`config.mk`:
```
export PLATFORM = sky130hd
export DESIGN_NAME = prog_loader
export DESIGN_NICKNAME = d
export VERILOG_FILES = /design/src/rtl/prog_loader_pkg.sv /design/src/rtl/word_packer.sv /design/src/rtl/prog_loader.sv
export SDC_FILE = /design/constraint.sdc
export NUM_CORES = 1
export LEC_CHECK = 0
export ABC_CLOCK_PERIOD_IN_PS = 3700
export CAP_MARGIN = 20
export CORE_UTILIZATION = 56
export DETAILED_ROUTE_END_ITERATION = 6
export HOLD_SLACK_MARGIN = 0.15
export PLACE_DENSITY = 0.88
export SLEW_MARGIN = 20
export SYNTH_ARGS = -nofsm -noshare
export SYNTH_HDL_FRONTEND = slang
export SYNTH_SLANG_ARGS = --single-unit
```
`constraint.sdc`:
```
create_clock -name clk -period 3.7 [get_ports clk]
set_clock_uncertainty 0.2 [all_clocks]
set_input_delay 0.925 -clock clk [delete_from_list [all_inputs] [get_ports clk]]
set_output_delay 0.925 -clock clk [all_outputs]
set_load 0.05 [all_outputs]
```
`src/rtl/prog_loader_pkg.sv`:
```
// -----------------------------------------------------------------------------
// prog_loader_pkg
// Shared definitions for the program loader:
//   - default parameter values (word address width, bytes per word)
//   - loader state encoding (3 bits)
//   - helpers that classify states and check the requested word count
//     against the program memory capacity
// Optional feature switch used by the loader RTL: PROG_LOADER_CHECKSUM_EN
// -----------------------------------------------------------------------------
package prog_loader_pkg;

    localparam int DEF_INSTR_ADDR_WIDTH = 20;
    localparam int DEF_STEP             = 4;

    typedef enum logic [2:0] {
        LDR_IDLE  = 3'd0,
        LDR_LEN0  = 3'd1,
        LDR_LEN1  = 3'd2,
        LDR_DATA  = 3'd3,
        LDR_WRITE = 3'd4,
        LDR_CSUM  = 3'd5,
        LDR_DONE  = 3'd6,
        LDR_ERR   = 3'd7
    } ldr_state_e;

    // States in which the loader is willing to take a stream byte.
    function automatic logic accepts_bytes(input ldr_state_e s);
        return (s == LDR_LEN0) || (s == LDR_LEN1) || (s == LDR_DATA) || (s == LDR_CSUM);
    endfunction

    // States in which the core must be held off the program memory.
    function automatic logic is_busy(input ldr_state_e s);
        return (s != LDR_IDLE) && (s != LDR_DONE) && (s != LDR_ERR);
    endfunction

    // A word count equal to the capacity is legal; only strictly larger fails.
    // The compare is done at 33 bits so any address width up to 32 is safe.
    function automatic logic exceeds_capacity(input logic [15:0] n, input int unsigned aw);
        logic [32:0] cap;
        cap = 33'd1 << aw;
        return {17'd0, n} > cap;
    endfunction

endpackage

```
`src/rtl/word_packer.sv`:
```
// -----------------------------------------------------------------------------
// word_packer
// Assembles STEP bytes into one little-endian word: the first byte of a word
// lands in bits [7:0]. Keeps its own byte counter and wraps after each full
// word, so consecutive words need no explicit clear.
// Ports:
//   clk, rst_n   clock, asynchronous active-low reset
//   clr          drop any partially assembled word (session start / abort)
//   byte_en      byte_in is taken this cycle
//   byte_in      stream byte
//   word_full    byte_en and this byte completes the word (combinational)
//   word_next    word including byte_in; valid as a full word when word_full
// -----------------------------------------------------------------------------
module word_packer
    import prog_loader_pkg::*;
#(
    parameter int STEP = DEF_STEP
) (
    input  logic              clk,
    input  logic              rst_n,
    input  logic              clr,
    input  logic              byte_en,
    input  logic [7:0]        byte_in,
    output logic              word_full,
    output logic [STEP*8-1:0] word_next
);

    localparam int W  = STEP * 8;
    localparam int CW = $clog2(STEP + 1);

    logic [CW-1:0] cnt_q, cnt_d;
    logic [W-1:0]  word_q, word_d;

    // Bytes enter at the top and shift down, so after STEP bytes the first
    // one has reached the least significant lane.
    generate
        if (STEP == 1) begin : g_single
            assign word_next = byte_in;
        end else begin : g_shift
            assign word_next = {byte_in, word_q[W-1:8]};
        end
    endgenerate

    assign word_full = byte_en && (cnt_q == CW'(STEP - 1));

    // NOTE: every variable gets a default at the top of always_comb so no
    // path leaves it unassigned, which would otherwise infer a latch.
    always_comb begin
        cnt_d  = cnt_q;
        word_d = word_q;
        if (clr) begin
            cnt_d  = '0;
            word_d = '0;
        end else if (byte_en) begin
            word_d = word_next;
            cnt_d  = word_full ? '0 : cnt_q + CW'(1);
        end
    end

    // NOTE: state flops use non-blocking assignments so every flop samples
    // the pre-edge values, independent of statement order.
    always_ff @(posedge clk or negedge rst_n) begin
        if (!rst_n) begin
            cnt_q  <= '0;
            word_q <= '0;
        end else begin
            cnt_q  <= cnt_d;
            word_q <= word_d;
        end
    end

endmodule

```
`src/rtl/prog_loader.sv`:
```
// -----------------------------------------------------------------------------
// prog_loader
// Receives a byte stream framed as LEN_LO, LEN_HI (16-bit word count N) and
// N*STEP data bytes, and writes the words consecutively from address 0 into
// the program memory through pgm/addr/data. The core is held while a session
// is in progress.
// Optional feature: define PROG_LOADER_CHECKSUM_EN to require one trailing
// byte equal to the 8-bit modulo sum of all data bytes before signalling done.
// Ports:
//   clk, rst_n            clock, asynchronous active-low reset
//   load_start            pulse, starts a session from IDLE/DONE/ERR
//   load_abort            pulse, abandons any session (highest priority)
//   rx_data/rx_valid      stream byte and its valid
//   rx_ready              loader accepts a byte this cycle
//   pgm/addr/data         one-cycle memory write strobe, word address, word
//   cpu_hold              session in progress, core must not fetch
//   done                  one-cycle pulse on successful completion
//   error                 level, high while in the error state
// All outputs are registered.
// -----------------------------------------------------------------------------
module prog_loader
    import prog_loader_pkg::*;
#(
    parameter int INSTR_ADDR_WIDTH = DEF_INSTR_ADDR_WIDTH,
    parameter int STEP             = DEF_STEP
) (
    input  logic                        clk,
    input  logic                        rst_n,
    input  logic                        load_start,
    input  logic                        load_abort,
    input  logic [7:0]                  rx_data,
    input  logic                        rx_valid,
    output logic                        rx_ready,
    output logic                        pgm,
    output logic [INSTR_ADDR_WIDTH-1:0] addr,
    output logic [STEP*8-1:0]           data,
    output logic                        cpu_hold,
    output logic                        done,
    output logic                        error
);

    localparam int W  = STEP * 8;
    localparam int AW = INSTR_ADDR_WIDTH;

    ldr_state_e     state_q, state_d;
    logic [15:0]    len_q, len_d;
    logic [15:0]    cnt_q, cnt_d;
    logic [AW-1:0]  addr_q, addr_d;
    logic [W-1:0]   data_q, data_d;
    logic           rx_ready_q, rx_ready_d;
    logic           pgm_q, pgm_d;
    logic           cpu_hold_q, cpu_hold_d;
    logic           done_q, done_d;
    logic           error_q, error_d;
`ifdef PROG_LOADER_CHECKSUM_EN
    logic [7:0]     sum_q, sum_d;
`endif

    logic           rx_fire;
    logic           pack_clr;
    logic           pack_en;
    logic           pack_full;
    logic [W-1:0]   pack_word;
    logic [15:0]    len_rx;

    // rx_ready is a flop that already reflects the current state, so a
    // transfer is simply valid meeting ready.
    assign rx_fire = rx_valid && rx_ready_q;
    assign len_rx  = {rx_data, len_q[7:0]};

    word_packer #(
        .STEP (STEP)
    ) u_packer (
        .clk       (clk),
        .rst_n     (rst_n),
        .clr       (pack_clr),
        .byte_en   (pack_en),
        .byte_in   (rx_data),
        .word_full (pack_full),
        .word_next (pack_word)
    );

    always_comb begin
        state_d  = state_q;
        len_d    = len_q;
        cnt_d    = cnt_q;
        addr_d   = addr_q;
        data_d   = data_q;
        pack_clr = 1'b0;
        pack_en  = 1'b0;
`ifdef PROG_LOADER_CHECKSUM_EN
        sum_d    = sum_q;
`endif

        if (load_abort) begin
            // Words already written stay in memory; only the partial word goes.
            state_d  = LDR_IDLE;
            pack_clr = 1'b1;
        end else begin
            unique case (state_q)
                LDR_IDLE, LDR_DONE, LDR_ERR: begin
                    if (load_start) begin
                        state_d  = LDR_LEN0;
                        addr_d   = '0;
                        cnt_d    = '0;
                        pack_clr = 1'b1;
`ifdef PROG_LOADER_CHECKSUM_EN
                        sum_d    = '0;
`endif
                    end
                end
                LDR_LEN0: begin
                    if (rx_fire) begin
                        len_d   = {8'd0, rx_data};
                        state_d = LDR_LEN1;
                    end
                end
                LDR_LEN1: begin
                    if (rx_fire) begin
                        len_d = len_rx;
                        if (len_rx == 16'd0) begin
                            state_d = LDR_DONE;
                        end else if (exceeds_capacity(len_rx, AW)) begin
                            state_d = LDR_ERR;
                        end else begin
                            state_d = LDR_DATA;
                        end
                    end
                end
                LDR_DATA: begin
                    if (rx_fire) begin
                        pack_en = 1'b1;
`ifdef PROG_LOADER_CHECKSUM_EN
                        sum_d   = sum_q + rx_data;
`endif
                        if (pack_full) begin
                            data_d  = pack_word;
                            state_d = LDR_WRITE;
                        end
                    end
                end
                LDR_WRITE: begin
                    cnt_d = cnt_q + 16'd1;
                    if ((cnt_q + 16'd1) == len_q) begin
                        // Address is left on the last word so a full-capacity
                        // load never wraps it back to 0.
`ifdef PROG_LOADER_CHECKSUM_EN
                        state_d = LDR_CSUM;
`else
                        state_d = LDR_DONE;
`endif
                    end else begin
                        addr_d  = addr_q + AW'(1);
                        state_d = LDR_DATA;
                    end
                end
`ifdef PROG_LOADER_CHECKSUM_EN
                LDR_CSUM: begin
                    if (rx_fire) begin
                        state_d = (rx_data == sum_q) ? LDR_DONE : LDR_ERR;
                    end
                end
`endif
                default: state_d = LDR_IDLE;
            endcase
        end

        // Outputs are registered from the next state so they line up with
        // the state they describe.
        rx_ready_d = accepts_bytes(state_d);
        pgm_d      = (state_d == LDR_WRITE);
        cpu_hold_d = is_busy(state_d);
        error_d    = (state_d == LDR_ERR);
        done_d     = (state_d == LDR_DONE) && (state_q != LDR_DONE);
    end

    always_ff @(posedge clk or negedge rst_n) begin
        if (!rst_n) begin
            state_q    <= LDR_IDLE;
            len_q      <= '0;
            cnt_q      <= '0;
            addr_q     <= '0;
            data_q     <= '0;
            rx_ready_q <= 1'b0;
            pgm_q      <= 1'b0;
            cpu_hold_q <= 1'b0;
            done_q     <= 1'b0;
            error_q    <= 1'b0;
`ifdef PROG_LOADER_CHECKSUM_EN
            sum_q      <= '0;
`endif
        end else begin
            state_q    <= state_d;
            len_q      <= len_d;
            cnt_q      <= cnt_d;
            addr_q     <= addr_d;
            data_q     <= data_d;
            rx_ready_q <= rx_ready_d;
            pgm_q      <= pgm_d;
            cpu_hold_q <= cpu_hold_d;
            done_q     <= done_d;
            error_q    <= error_d;
`ifdef PROG_LOADER_CHECKSUM_EN
            sum_q      <= sum_d;
`endif
        end
    end

    assign rx_ready = rx_ready_q;
    assign pgm      = pgm_q;
    assign addr     = addr_q;
    assign data     = data_q;
    assign cpu_hold = cpu_hold_q;
    assign done     = done_q;
    assign error    = error_q;

endmodule

```
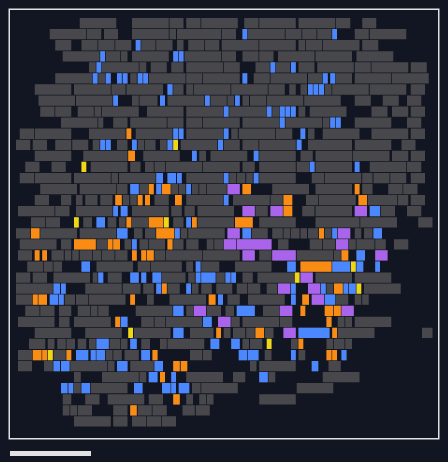
Figure 1: run 1, logic cells by family.
Scale bar: 20 um.
family	color	cells	most used
nand cells	blue	129	nand2_1
nor cells	orange	58	nor2_1
inv cells	yellow	10	inv_1
xor and xnor cells	purple	21	xnor2_1
Comb area share: 37.0%
post-route non-filler standard cell count: 799
leading cell type in the layout, fill and taps excluded: sky130_fd_sc_hd__dfrtp_1

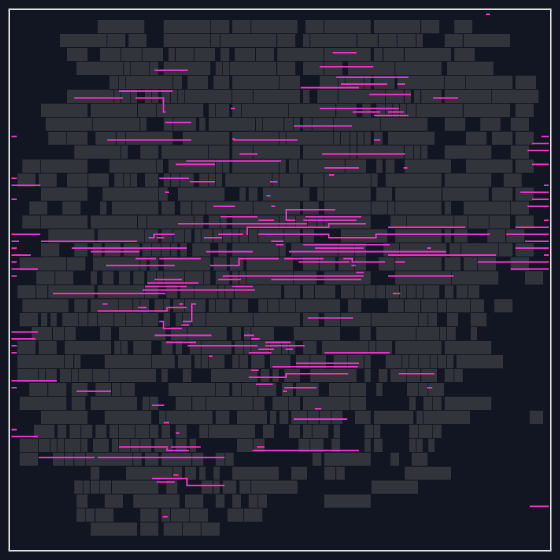
Figure 2: run 1, the metal 3 layer.
share of all routed wire	7.4%
main direction	horizontal
nets with wire on the layer	113
wire length on this layer	1160 um
longest straight run	30.4 um
wire length reported by the detailed router: 15500 um
Global Route met3 Usage: 6.31%

==> results.json, run 1 <==
{
  "run_status": "finished clean",
  "edf_count": 0,
  "share_of_the_clock_period_used_by_the_worst_path_pct": 92.3,
  "timing.max_cap.violations": 0,
  "internal-power_w": 0.00258,
  "power.sequential.fraction_pct": 41.1,
  "post_synth_main_area_contributors": "sky130_fd_sc_hd__dfrtp_1, sky130_fd_sc_hd__mux2_2, sky130_fd_sc_hd__nand2_1",
  "starting_density_of_the_core_pct": 57.8,
  "pwr-share-comb_pct": 9.1,
  "regArea_um2": 2980,
  "layout-area-overhead-vs-synth_pct": 23.8,
  "synth.net_count": 589,
  "post_synth_inst_count": 573,
  "place.port_buffers": 69,
  "placed_area_um2": 6770,
  "synth_area_leader_cell": "sky130_fd_sc_hd__dfrtp_1",
  "report.final.setup_viol": 0,
  "drc": 0,
  "floorplan.core_area_um2": 10300,
  "ir_drop_mv": 0.331,
  "clk_latency_ps": 510,
  "layout_min_cycle_time_ps": 3420,
  "yosys_instances": 573,
  "power_leakage_nw": 3.21,
  "grt_util_all_layers_pct": 29.6,
  "tightestPinTransition_ps": 1140,
  "cp-start-kind": "flip-flop",
  "cts-root-to-sink-buffers": 2,
  "final-hold-violation-count": 0,
  "detail_route.iter0.violations": 377,
  "log.warning_count": 26,
  "grt_antenna_before_repair": 0,
  "cp_data_required_time_ps": 3900,
  "die_area_um2": 11100,
  "floorplan.die.height_um": 105,
  "cts_num_sinks": 119,
  "clkSlewWorstSetupHoldPaths_ps": 60,
  "cts_tree": "built",
  "proportion_of_register_bits_with_asynchronous_set_or_reset_after_synthesis_pct": 100,
  "worstPathCellList": "ha_1 -> nand4_2 -> or4_4 -> xnor2_2 -> nor4_2 -> a41oi_2 -> nand4_1 -> mux2_2",
  "vias": 4963,
  "fillCellCount": 633,
  "critical_path_buf_inv_count": 0,
  "finalWeightedCongestion": 0.880,
  "clk_root_buffer_cell": "sky130_fd_sc_hd__clkbuf_8",
  "power_switching_share_pct": 25.0,
  "holdBufCountCts": 0,
  "post_drt_wl_per_cell_um": 19.4,
  "avgViaCountPerCell": 6.21,
  "critical_path.slowest_cell": "sky130_fd_sc_hd__or4_4",
  "ctsHtreeMaxLevel": 4,
  "timing.critical_path.to_type": "flip-flop",
  "yosys.stat.chipArea_um2": 5970,
  "cp.arrival_ps": 3620,
  "hold_ws_ps": 269,
  "floorplan.rows": 37,
  "grt.overflow.total": 0,
  "hold_class": "input pin to async pin",
  "ys_types": 73,
  "grt_pass1_vias": 5025,
  "grt_first_pass_wirelength_um": 25500,
  "antennaDiodeCount": 0,
  "mostFrequentLayoutCells": "sky130_fd_sc_hd__dfrtp_1, sky130_fd_sc_hd__nand2_1, sky130_fd_sc_hd__clkdlybuf4s50_1",
  "final_nets": 666,
  "yosys_warnings": 0
}
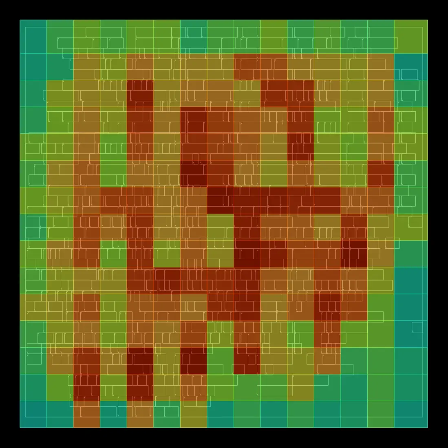
Figure 3: run 1, track usage over the die.
grt met2 use: 46.3%
met1 Resource Use GR: 40.4%
utilization after layout: 71.6%

run 1: final cells by class:
class	count	area share (%)
multi-input combinational	413	37.0
tap	136	2.30
sequential	119	40.3
clock buffer	19	5.71
clock inverter	13	2.64
timing repair buffer	89	11.5
inverter	10	0.508
run 1: worst reg2reg max path: stages (launching register included):
cell                      delay (ps)
sky130_fd_sc_hd__dfrtp_1         450
sky130_fd_sc_hd__ha_1            350
sky130_fd_sc_hd__nand4_2         130
sky130_fd_sc_hd__or4_4           570
sky130_fd_sc_hd__xnor2_2         170
sky130_fd_sc_hd__nor4_2          480
sky130_fd_sc_hd__a41oi_2         400
sky130_fd_sc_hd__nand4_1         230
sky130_fd_sc_hd__mux2_2          340
run 1: final timing paths:
| kind | startpoint | to | slack [ps] | depth (start not counted) |
|---|---|---|---|---|
| min in group clk | u_packer.cnt_q[2]$_DFFE_PN0P_ | u_packer.cnt_q[2]$_DFFE_PN0P_ | 300 | 2 |
| worst min-delay path | rst_n | data[21]$_DFFE_PN0P_ | 270 | 1 |
| max in group asynchronous | rst_n | len_q[7]$_DFFE_PN0P_ | 2230 | 2 |
| worst max-delay path | cnt_q[0]$_DFFE_PN0P_ | addr[7]$_DFFE_PN0P_ | 280 | 8 |
| worst max register to register | cnt_q[0]$_DFFE_PN0P_ | addr[7]$_DFFE_PN0P_ | 280 | 8 |
| worst min register to register | u_packer.cnt_q[2]$_DFFE_PN0P_ | u_packer.cnt_q[2]$_DFFE_PN0P_ | 300 | 2 |
run 1: cell families after synthesis:
group,count (synthesis),share of synthesized area [%]
buf+inv,41,4.26
compound gates,127,13.9
xor+xnor,21,3.46
fa+ha+maj,3,0.629
simple gates,217,19.4
flops,119,49.9
mux,45,8.47
run 1: state kept, by name (all words and copies together) (netlist names), 3 cells and up:
name	cells
u_packer.cnt_q	3
len_q	16
state_q	3
addr	20
u_packer.word_q	24
data	32
cnt_q	16
run 1: power by group through the flow:
stage / Clock [W] / Sequential (W) / Combinational, W
2_1_floorplan: 0 / 0.00141 / 0.000199
3_3_place_gp: 0 / 0.00143 / 0.000290
3_5_place_dp: 0 / 0.00143 / 0.000303
4_1_cts: 0.00172 / 0.00141 / 0.000311
5_1_grt: 0.00180 / 0.00141 / 0.000339
6_report: 0.00171 / 0.00141 / 0.000313
run 1: layer usage:
metal	up-vias	share of wire, %	global-route usage (%)
li1	2226	-	-
met1	2417	42	40.4
met2	264	48	46.3
met3	56	7.4	6.31
met4	0	2.8	12.2
met5	-	0	0
run 1: metrics by stage:
step | std cells | power (W) | utilization [%] | setup slack, ps
3_5_place_dp | 767 | 0.00173 | 65.6 | 235
5_1_grt | 799 | 0.00355 | 71.6 | 51.8
2_1_floorplan | 573 | 0.00161 | - | 715
3_3_place_gp | 767 | 0.00172 | 65.6 | 414
6_report | 799 | 0.00344 | 71.6 | 283
4_1_cts | 799 | 0.00345 | 71.6 | 270
==> run 1 -> run 2 <==
- CORE_MARGIN: not set -> 2
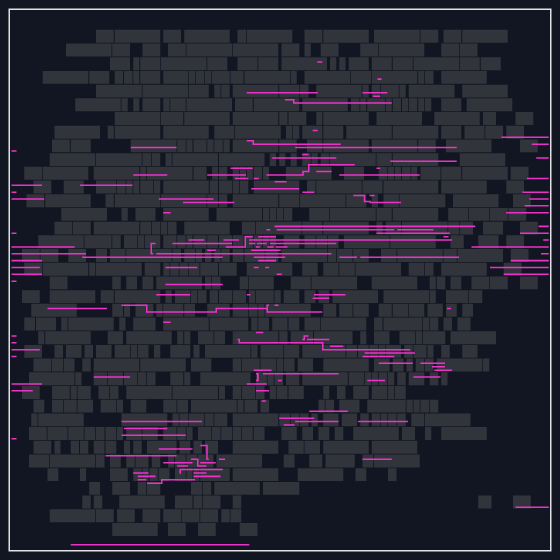
Figure 4: run 2, the metal 3 layer.
share of all routed wire	7.1%
wire length on this layer	1080 um
main direction	horizontal
longest straight run	40.0 um
nets with wire on the layer	115
wire length reported by the detailed router: 15200 um
Global Route met3 Usage: 5.59%
number of vias in the routed layout: 4953

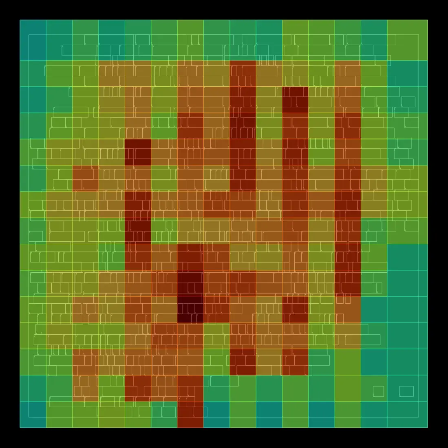
Figure 5: run 2, track usage over the die.
routed length per instance: 19.0 um
grt met2 use: 44.3%
met1 Resource Use GR: 37.0%
global route hottest layer: met2
utilization after layout: 71.4%

==> results.json, run 2 <==
{
  "run_status": "finished clean",
  "cts-root-to-sink-buffers": 2,
  "post-route-cell-area_um2": 7370,
  "most_common_library_cells_after_synthesis": "sky130_fd_sc_hd__dfrtp_1, sky130_fd_sc_hd__nand2_1, sky130_fd_sc_hd__a21oi_1",
  "maxSlewViolCount": 0,
  "log.warning_count": 26,
  "layout-area-overhead-vs-synth_pct": 23.5,
  "ir_drop_mv": 0.277,
  "clk_latency_ps": 520,
  "final-hold-violation-count": 0,
  "timing.critical_path.to_type": "flip-flop",
  "synth.net_count": 589,
  "antennaDiodeCount": 0,
  "post_cts.repair.setup_buffers": 0,
  "dp_hpwl_um": 9640,
  "grt_pass1_vias": 4847,
  "hp-start": "u_packer.word_q[13]$_DFFE_PN0P_",
  "grt_first_pass_wirelength_um": 24700,
  "final_nets": 667,
  "finalWeightedCongestion": 0.932,
  "layout_min_cycle_time_ps": 3430,
  "r2r.worst_path.cells": 8,
  "post_synth_inst_count": 573,
  "hold_class": "flip-flop to flip-flop",
  "clk_root_buffer_cell": "sky130_fd_sc_hd__clkbuf_8",
  "share_of_the_clock_period_used_by_the_worst_path_pct": 92.7,
  "worst_r2r_startpoint": "cnt_q[0]$_DFFE_PN0P_",
  "power_switching_share_pct": 27.2,
  "clock.fmax_mhz": 292,
  "drc": 0,
  "avgViaCountPerCell": 6.19,
  "synth_area_leader_cell": "sky130_fd_sc_hd__dfrtp_1",
  "flop_cell": "sky130_fd_sc_hd__dfrtp_1",
  "edf_count": 0,
  "post_synth_main_area_contributors": "sky130_fd_sc_hd__dfrtp_1, sky130_fd_sc_hd__mux2_2, sky130_fd_sc_hd__nand2_1",
  "layoutNonFillerInstCount": 800,
  "hold_ws_ps": 303,
  "cts_num_sinks": 119,
  "reg2reg_to": "addr[2]$_DFFE_PN0P_",
  "die_area_um2": 11500,
  "place.port_buffers": 69,
  "timing.max_cap.violations": 0,
  "internal-power_w": 0.00241,
  "ctsHtreeMaxLevel": 4,
  "grt_util_all_layers_pct": 27.5,
  "switchingPower_w": 0.000901,
  "grt.overflow.total": 0,
  "tightestPinTransition_ps": 863,
  "proportion_of_register_bits_with_asynchronous_set_or_reset_after_synthesis_pct": 100,
  "floorplan.rows": 37,
  "placed_area_um2": 6760,
  "ys_seq_share_pct": 49.9,
  "detail_route.iter0.violations": 399,
  "synth.top_cell.area_share_pct": 49.9,
  "clkSlewWorstSetupHoldPaths_ps": 70,
  "firstDrtPassIters": 5,
  "min_delay_path_depth": 1,
  "worstHoldEndpoint": "data[5]$_DFFE_PN0P_",
  "largest_register_ff_count": 32,
  "starting_density_of_the_core_pct": 57.8,
  "fillCellCount": 680,
  "cts_tree": "built",
  "cp_data_required_time_ps": 3910,
  "ys_types": 73,
  "cp_max_fo": 7,
  "yosys_warnings": 0,
  "fin_setup_tns_ps": 0,
  "grt_antenna_before_repair": 0,
  "yosys_instances": 573,
  "layout-drive-gt1-share_pct": 18.4,
  "placed_cell_count": 766,
  "floorplan.die.height_um": 107,
  "mostFrequentLayoutCells": "sky130_fd_sc_hd__dfrtp_1, sky130_fd_sc_hd__nand2_1, sky130_fd_sc_hd__clkdlybuf4s50_1",
  "ios": 70,
  "final_layout_top_logic_cell": "sky130_fd_sc_hd__dfrtp_1",
  "synth-seq-cells": 119,
  "die.size.x_um": 107,
  "clock_power_share_pct": 47.7,
  "floorplan.core_area_um2": 10300,
  "report.final.setup_viol": 0,
  "cp-start-kind": "flip-flop",
  "area_of_the_mapped_netlist_um2": 5970,
  "rsz_0062_raised_after_global_routing": "false",
  "cts_buffers": 17,
  "cp.arrival_ps": 3640,
  "regToRegSetupSlack_ps": 270,
  "pwr-share-comb_pct": 9.7,
  "synth.most_common_cell": "sky130_fd_sc_hd__dfrtp_1",
  "yosys.stat.chipArea_um2": 5970,
  "timing_worst_setup_path_type": "flip-flop to flip-flop",
  "power.sequential.fraction_pct": 42.6,
  "power_leakage_nw": 3.19,
  "ant_nets": 0,
  "worst_slew_margin_rel_pct": 41.8
}
## run 2: cell counts after synthesis
Identical to the previous run, type by type.
## run 2: through the flow
stage                     worst slack (ps)  power [W]
after global placement                 329    0.00171
after detailed placement               266    0.00173
after floorplan                        715    0.00161
after CTS                              201    0.00330
after global routing                  41.2    0.00341
final                                  270    0.00331
## run 2: cells by family (layout without fill, tap and decap cells)
logic type      Yosys count  after routing  share of synthesized area, %
simple gates            217            217                          19.4
compound gates          127            127                          13.9
flops                   119            119                          49.9
mux                      45             45                          8.47
buf+inv                  41            132                          4.26
xor+xnor                 21             21                          3.46
fa+ha+maj                 3              3                         0.629
## run 2: worst max-delay path by stage
stage / startpoint / slack, ps / depth (start not counted) / end
2_1_floorplan: cnt_q[0]$_DFFE_PN0P_ / 710 / 8 / addr[2]$_DFFE_PN0P_
3_3_place_gp: cnt_q[0]$_DFFE_PN0P_ / 330 / 8 / addr[7]$_DFFE_PN0P_
3_5_place_dp: cnt_q[0]$_DFFE_PN0P_ / 270 / 8 / addr[7]$_DFFE_PN0P_
4_1_cts: cnt_q[0]$_DFFE_PN0P_ / 200 / 8 / addr[7]$_DFFE_PN0P_
5_1_grt: cnt_q[0]$_DFFE_PN0P_ / 40 / 8 / addr[2]$_DFFE_PN0P_
6_report: cnt_q[0]$_DFFE_PN0P_ / 270 / 8 / addr[2]$_DFFE_PN0P_
## run 2: repair_timing
item / 4_1_cts / 5_1_grt
endpoints found under the hold margin: 4 / 0
endpoints found under the setup margin: 0 / 5
hold buffers: 1 / 0
resized: 0 / 2
## run 2: worst max-delay path, cell delays in order, from the launching register on
cell and delay [ps]:
sky130_fd_sc_hd__dfrtp_1 460, sky130_fd_sc_hd__ha_1 310, sky130_fd_sc_hd__nand4_2 220, sky130_fd_sc_hd__nor3_1 560, sky130_fd_sc_hd__a31oi_1 110, sky130_fd_sc_hd__a211oi_2 530
sky130_fd_sc_hd__a41oi_1 370, sky130_fd_sc_hd__a32o_1 350, sky130_fd_sc_hd__a31o_2 220
## run 2: cell type report
type                            instances  area (um2)  share of cell area [%]
Sequential cell                       119        2980                    40.4
Multi-Input combinational cell        413        2760                    37.4
Timing Repair Buffer                   90         858                    11.7
Clock buffer                           18         428                    5.81
Tap cell                              136         170                    2.31
Clock inverter                         14         140                    1.90
Inverter                               10        37.5                   0.510
## run 2: layer usage
metal | up-vias | wire (um) | global-route usage [%]
li1 | 2228 | - | -
met1 | 2424 | 6210 | 37.0
met2 | 264 | 7550 | 44.3
met3 | 37 | 1080 | 5.59
met4 | 0 | 367 | 10.3
met5 | - | 0 | 0
## run 2: power groups by stage
stage | logic [W] | registers, W | clock network (W)
final | 0.000320 | 0.00141 | 0.00158
after global placement | 0.000289 | 0.00143 | 0
after CTS | 0.000308 | 0.00141 | 0.00159
after detailed placement | 0.000301 | 0.00143 | 0
after global routing | 0.000347 | 0.00141 | 0.00165
after floorplan | 0.000199 | 0.00141 | 0
==> run 2 -> run 3 <==
- ABC_AREA: not set -> 1
- CAP_MARGIN: 20 -> not set
- CORE_UTILIZATION: 56 -> 49
- PLACE_DENSITY: 0.88 -> 0.79
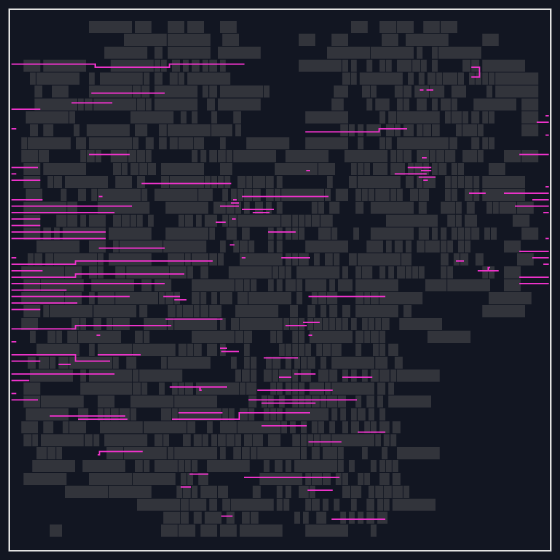
Figure 6: run 3, the metal 3 layer.
wire length on this layer	934 um
nets with wire on the layer	89
main direction	horizontal
share of all routed wire	6.4%
longest straight run	32.0 um
wire length reported by the detailed router: 14700 um
number of vias in the routed layout: 5296

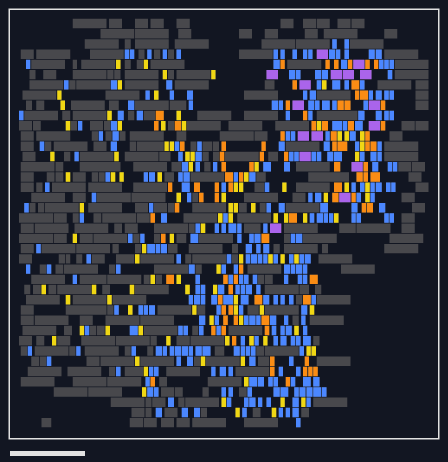
Figure 7: run 3, logic cells by family.
Scale bar: 20 um.
family	color	cells	most used
inv cells	yellow	102	inv_1
xor and xnor cells	purple	16	xor2_1
nor cells	orange	86	nor2_1
nand cells	blue	308	nand2_1
Comb area share: 33.0%
leading cell type in the layout, fill and taps excluded: sky130_fd_sc_hd__nand2_1
post-route non-filler standard cell count: 995

==> results.json, run 3 <==
{
  "post_synth_inst_count": 761,
  "timing.critical_path.to_type": "flip-flop",
  "flop_cell": "sky130_fd_sc_hd__dfrtp_1",
  "share_of_the_clock_period_used_by_the_worst_path_pct": 81.7,
  "fin_setup_tns_ps": 0,
  "clock.fmax_mhz": 331,
  "run_status": "finished clean",
  "cts_tree": "built",
  "cp-start-kind": "flip-flop",
  "finish.utilization_pct": 62.3,
  "mostFrequentLayoutCells": "sky130_fd_sc_hd__nand2_1, sky130_fd_sc_hd__dfrtp_1, sky130_fd_sc_hd__inv_1",
  "cp.arrival_ps": 3120,
  "path_common_cell": "sky130_fd_sc_hd__nand2_1",
  "grt_util_all_layers_pct": 24.2,
  "clock_power_share_pct": 47.0,
  "post_synth.cell_area_avg_um2": 7.75,
  "synth.net_count": 777,
  "power_leakage_nw": 3.29,
  "most_common_library_cells_after_synthesis": "sky130_fd_sc_hd__nand2_1, sky130_fd_sc_hd__dfrtp_1, sky130_fd_sc_hd__inv_1",
  "cts-root-to-sink-buffers": 2,
  "post_cts.repair.setup_buffers": 0,
  "yosys_warnings": 0,
  "synth-seq-cells": 119,
  "holdBufCountCts": 0,
  "post_drt_wl_per_cell_um": 14.7,
  "tightestPinTransition_ps": 818,
  "area_of_the_mapped_netlist_um2": 5900,
  "grt_first_pass_wirelength_um": 24700,
  "die.size.x_um": 114,
  "power_density_nw_per_um2": 507,
  "power_switching_share_pct": 27.3,
  "cp_max_fo": 21,
  "avgViaCountPerCell": 5.32,
  "ios": 70,
  "ctsHtreeMaxLevel": 4,
  "ir_drop_mv": 0.350,
  "yosys_instances": 761,
  "floorplan.rows": 40,
  "largest_register_ff_count": 32,
  "proportion_of_register_bits_with_asynchronous_set_or_reset_after_synthesis_pct": 100,
  "layout-drive-gt1-share_pct": 5.78,
  "dp_worst_slack_ps": 503,
  "edf_count": 0,
  "critical-path-max-stage-delay_ps": 400,
  "grt_antenna_before_repair": 0,
  "pwr-share-comb_pct": 13.9,
  "firstDrtPassIters": 5,
  "yosys.stat.chipArea_um2": 5900,
  "synth.top_cell.area_share_pct": 50.5,
  "dp_hpwl_um": 10100,
  "hold_class": "flip-flop to flip-flop",
  "critical_path.slowest_cell": "sky130_fd_sc_hd__dfrtp_1",
  "timing.max_cap.violations": 0,
  "synth_area_leader_cell": "sky130_fd_sc_hd__dfrtp_1",
  "grt_max_degree": 56,
  "post_synth_main_area_contributors": "sky130_fd_sc_hd__dfrtp_1, sky130_fd_sc_hd__nand2_1, sky130_fd_sc_hd__nand3_1",
  "finalWeightedCongestion": 0.949,
  "cts_buffers": 17,
  "ys_seq_share_pct": 50.5,
  "fillCellCount": 1000,
  "ctsResizeCount": 0,
  "detail_route.iter0.violations": 370,
  "critical_path_buf_inv_count": 1,
  "grt.overflow.total": 0,
  "final_nets": 851,
  "floorplan.core_area_um2": 11900,
  "clk_latency_ps": 420,
  "report.final.setup_viol": 0,
  "rsz_0062_raised_after_global_routing": "false",
  "ant_nets": 0,
  "ys_types": 29,
  "switchingPower_w": 0.00102,
  "layout_min_cycle_time_ps": 3020,
  "power.sequential.fraction_pct": 39.1,
  "drc": 0,
  "cts_num_sinks": 119,
  "synth.most_common_cell": "sky130_fd_sc_hd__nand2_1",
  "layout-area-overhead-vs-synth_pct": 25.3,
  "setup_slack_ps": 676,
  "antennaDiodeCount": 0,
  "hold_ws_ps": 255,
  "internal-power_w": 0.00272,
  "timing_worst_setup_path_type": "flip-flop to flip-flop",
  "area.combinational_um2": 2440,
  "final-hold-violation-count": 0,
  "clkSlewWorstSetupHoldPaths_ps": 60,
  "cpLargestDelayFamily": "simple AND/OR/NAND/NOR gates",
  "grt_pass1_vias": 5174,
  "starting_density_of_the_core_pct": 49.7,
  "place.port_buffers": 69,
  "floorplan.die.height_um": 114,
  "clk_root_buffer_cell": "sky130_fd_sc_hd__clkbuf_16",
  "worst_slew_margin_rel_pct": 45.2,
  "worstPathCellList": "ha_1 -> nand2_1 -> nor2_2 -> nand4_1 -> nand2_1 -> nand2_1 -> nand2_1 -> inv_1 -> nand2_1 -> nor2_1 -> nand3_1 -> nand2_1 -> nand2_2 -> nand2_2 -> nand2_1 -> nand2_1",
  "cp_data_required_time_ps": 3790,
  "maxSlewViolCount": 0,
  "die_area_um2": 12900,
  "regArea_um2": 2980,
  "log.warning_count": 26
}
[run 3: cell count changes after synthesis, moves of 10 or more]
cell and delta:
sky130_fd_sc_hd__nand2_1 +122, sky130_fd_sc_hd__mux2_2 -44, sky130_fd_sc_hd__nand3_1 +75, sky130_fd_sc_hd__o21ai_0 +35
sky130_fd_sc_hd__a22o_1 -10, sky130_fd_sc_hd__a21oi_1 -42, sky130_fd_sc_hd__o22ai_1 +23, sky130_fd_sc_hd__and3_1 -13
sky130_fd_sc_hd__xnor2_1 -10, sky130_fd_sc_hd__nor2_1 +31, sky130_fd_sc_hd__inv_1 +91
[run 3: power groups by stage]
stage	clock network, W	registers (W)	logic (W)
final	0.00176	0.00147	0.000522
after global routing	0.00184	0.00148	0.000599
after CTS	0.00178	0.00146	0.000517
after detailed placement	0	0.00149	0.000509
after global placement	0	0.00148	0.000503
after floorplan	0	0.00149	0.000341
[run 3: layout make-up]
type	instances	area share, %
sequential	119	40.3
inverter	102	5.18
clock inverter	11	2.34
multi-input combinational	518	33.0
timing repair buffer	77	10.5
clock buffer	21	6.23
tap	147	2.49
[run 3: final timing paths]
kind | from | endpoint | slack (ps) | cells after the start
max in group asynchronous | rst_n | addr[4]$_DFFE_PN0P_ | 2180 | 2
worst max-delay path | cnt_q[0]$_DFFE_PN0P_ | addr[4]$_DFFE_PN0P_ | 680 | 16
worst max register to register | cnt_q[0]$_DFFE_PN0P_ | addr[4]$_DFFE_PN0P_ | 680 | 16
min in group asynchronous | rst_n | data[0]$_DFFE_PN0P_ | 340 | 1
worst min register to register | u_packer.cnt_q[2]$_DFFE_PN0P_ | pgm$_DFF_PN0_ | 250 | 1
worst min-delay path | u_packer.cnt_q[2]$_DFFE_PN0P_ | pgm$_DFF_PN0_ | 250 | 1
[run 3: per-stage QoR]
step / total power, W / cells / area (um2)
3_3_place_gp: 0.00199 / 963 / 6760
6_report: 0.00375 / 995 / 7390
4_1_cts: 0.00376 / 995 / 7390
2_1_floorplan: 0.00183 / 761 / 5900
5_1_grt: 0.00391 / 995 / 7390
3_5_place_dp: 0.00199 / 963 / 6760
[run 3: routing by layer]
layer	vias up	routed length (um)	global-route usage (%)
li1	2621	-	-
met1	2490	6570	30.8
met2	159	6920	39.9
met3	26	934	7.01
met4	0	235	8.62
met5	-	0	0
[run 3: logic make-up after synthesis]
kind of cell	synth area share [%]
AND/OR/NAND/NOR	28.6
adder cells (fa/ha/maj)	0.636
AND-OR/OR-AND	9.69
XOR/XNOR	2.37
buffers and inverters	8.18
flip-flops	50.5

==> screenshots <==
Cells by drive strength.
Plate I
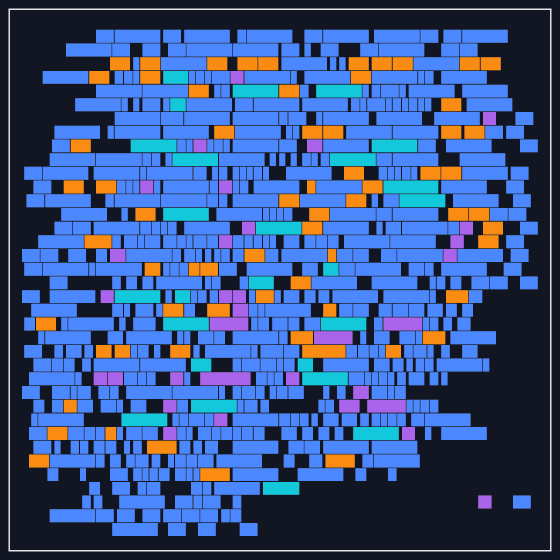
Plate II
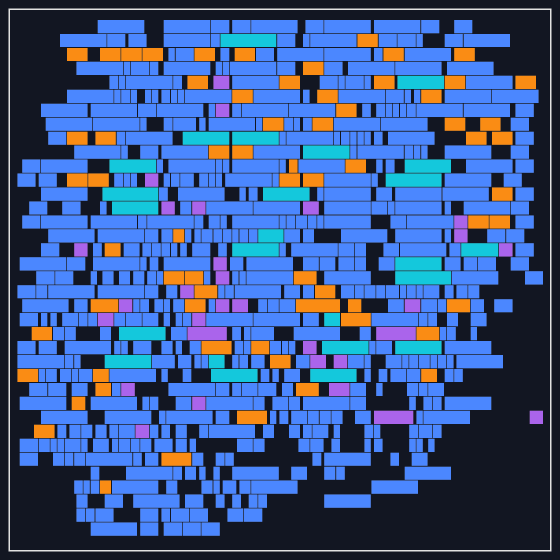
Plate III
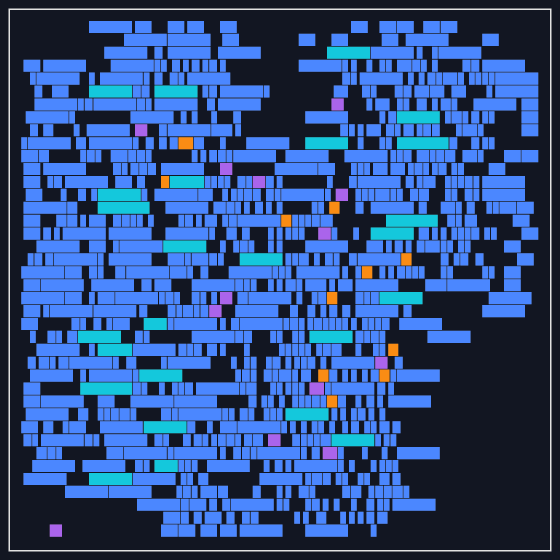
Plate II comes from run 1.
Plate I comes from run 2.
Plate III comes from run 3.
The one with the most cells is Plate III.

Power figures rest on the tool's default switching activity, not on a simulated workload.
